Design alu_iss_queue_flat, sky130hd; sources not shown.
Figure 1. Met1 routing.
Scale: 1 px per um. Supply wires on this layer in grey.
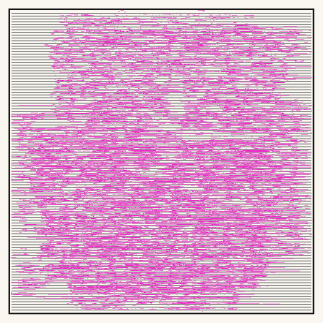
nets with wire on the layer = 4146
share of all routed wire = 41%
wire length on this layer = 57.5 mm
main direction = horizontal
longest straight run = 87.4 um
count of vias placed by the detailed router: 34000
total length of routed wires: 140 mm
global-route met1 utilization: 0.407

Figure 2. Cell density map.
Scale: 1 px per um. The die is cut into 30 by 30 equal tiles; white is low, dark blue is high, 0 to 100% covered.
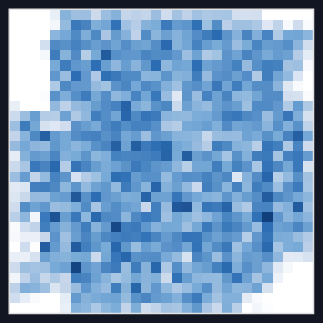
fullest tile = 94%
tiles over 75% full = 4.4%
mean over tiles = 46%
fraction of the core area covered by cells at the end of the flow: 0.494
Std-Cell Core Area: 88900 sq um
initial standard-cell utilization of the core: 0.407

==> highlights.md <==
* 599 — number of clock sinks seen by CTS
* 318 nW/um^2 — pwr dens
* 32900 — via count of the first global-routing pass
* 2 — WHS Path Cells
* 0.301 — all-layer global routing usage
* 363 — number of enable-type register cells in the synthesized netlist
* 36200 sq um — post-synthesis instance area
* 274 — io pins
* 0.447 — sequential power share
* 41600 sq um — instance area at placement
* sky130_fd_sc_hd__clkbuf_16 — CTS Root Buffer Type
* sky130_fd_sc_hd__nand2_1 — most frequently used cell type in the post-synthesis netlist
* 4 — buffers plus inverters on the worst setup path
* 0 — count of hold buffers inserted by post-cts repair
* sky130_fd_sc_hd__edfxtp_1 — Synth area leader
* finished, final reports clean — status
* 484 — number of flip-flops in the largest register
* 0.06 ns — CTS clk-pin slew, worst paths
* 0 — number of gates resized after cts
* 73 — clock buffers created by TritonCTS
==> placed cells by master, fill, tap and decap left out, types with 164 or more instances in the layout <==
cell type / n
sky130_fd_sc_hd__dfxtp_1: 236
sky130_fd_sc_hd__and3_1: 164
sky130_fd_sc_hd__nand2_1: 610
sky130_fd_sc_hd__a211oi_1: 306
sky130_fd_sc_hd__edfxtp_1: 363
sky130_fd_sc_hd__clkdlybuf4s50_1: 272
sky130_fd_sc_hd__nor2_1: 224
sky130_fd_sc_hd__conb_1: 363
sky130_fd_sc_hd__a21boi_0: 295
sky130_fd_sc_hd__o21ai_0: 168
==> power groups by stage <==
stage	Combinational [mW]	Clock, mW	Sequential (mW)
after floorplan	1.11	0	6.30
after global placement	1.90	0	6.35
after detailed placement	1.92	0	6.36
after CTS	1.93	5.86	6.25
after global routing	2.10	6.06	6.27
final	1.97	5.76	6.25
==> tightest hold or removal path, cell delays in order, from the launching register on <==
cell,delay [ns]
sky130_fd_sc_hd__dfxtp_1,0.31
sky130_fd_sc_hd__nand2_1,0.05
sky130_fd_sc_hd__a21boi_0,0.06
==> metrics by stage <==
stage,total power [mW],hold WS (ns),setup WS (ns),util,instances
floorplan,7.41,0.468,0.873,-,4199
global placement,8.25,0.453,0.256,0.468,5304
detailed placement,8.28,0.457,0.219,0.468,5307
CTS,14.0,0.466,0.854,0.493,5440
global route,14.4,0.485,0.639,0.494,5446
finish,14.0,0.462,0.807,0.494,5448
==> kinds of logic after synthesis <==
group                      after synthesis  share of synthesized area
other                                    1                   0.000104
adders and majority gates                5                    0.00194
xor gates and xnor gates                40                    0.00969
AOI/OAI and AO/OA                     1393                      0.278
DFF                                    599                      0.432
buffers and inverters                  460                     0.0546
and+or+nand+nor                       1229                      0.156
muxes                                  110                     0.0685
==> layer usage <==
layer | global-route usage | share of wire
met1 | 0.407 | 0.41
met2 | 0.479 | 0.46
met3 | 0.0613 | 0.10
met4 | 0.102 | 0.029
met5 | 0 | 0.00036
==> cell type report <==
type	instances	area share
multi-input combinational	3140	0.461
sequential	599	0.356
clock buffer	109	0.0470
timing repair buffer	395	0.0975
inverter	9	0.000770
antenna	7	0.000399
tap	1165	0.0332
clock inverter	24	0.00413
Power is estimated from default activity; no workload was simulated.
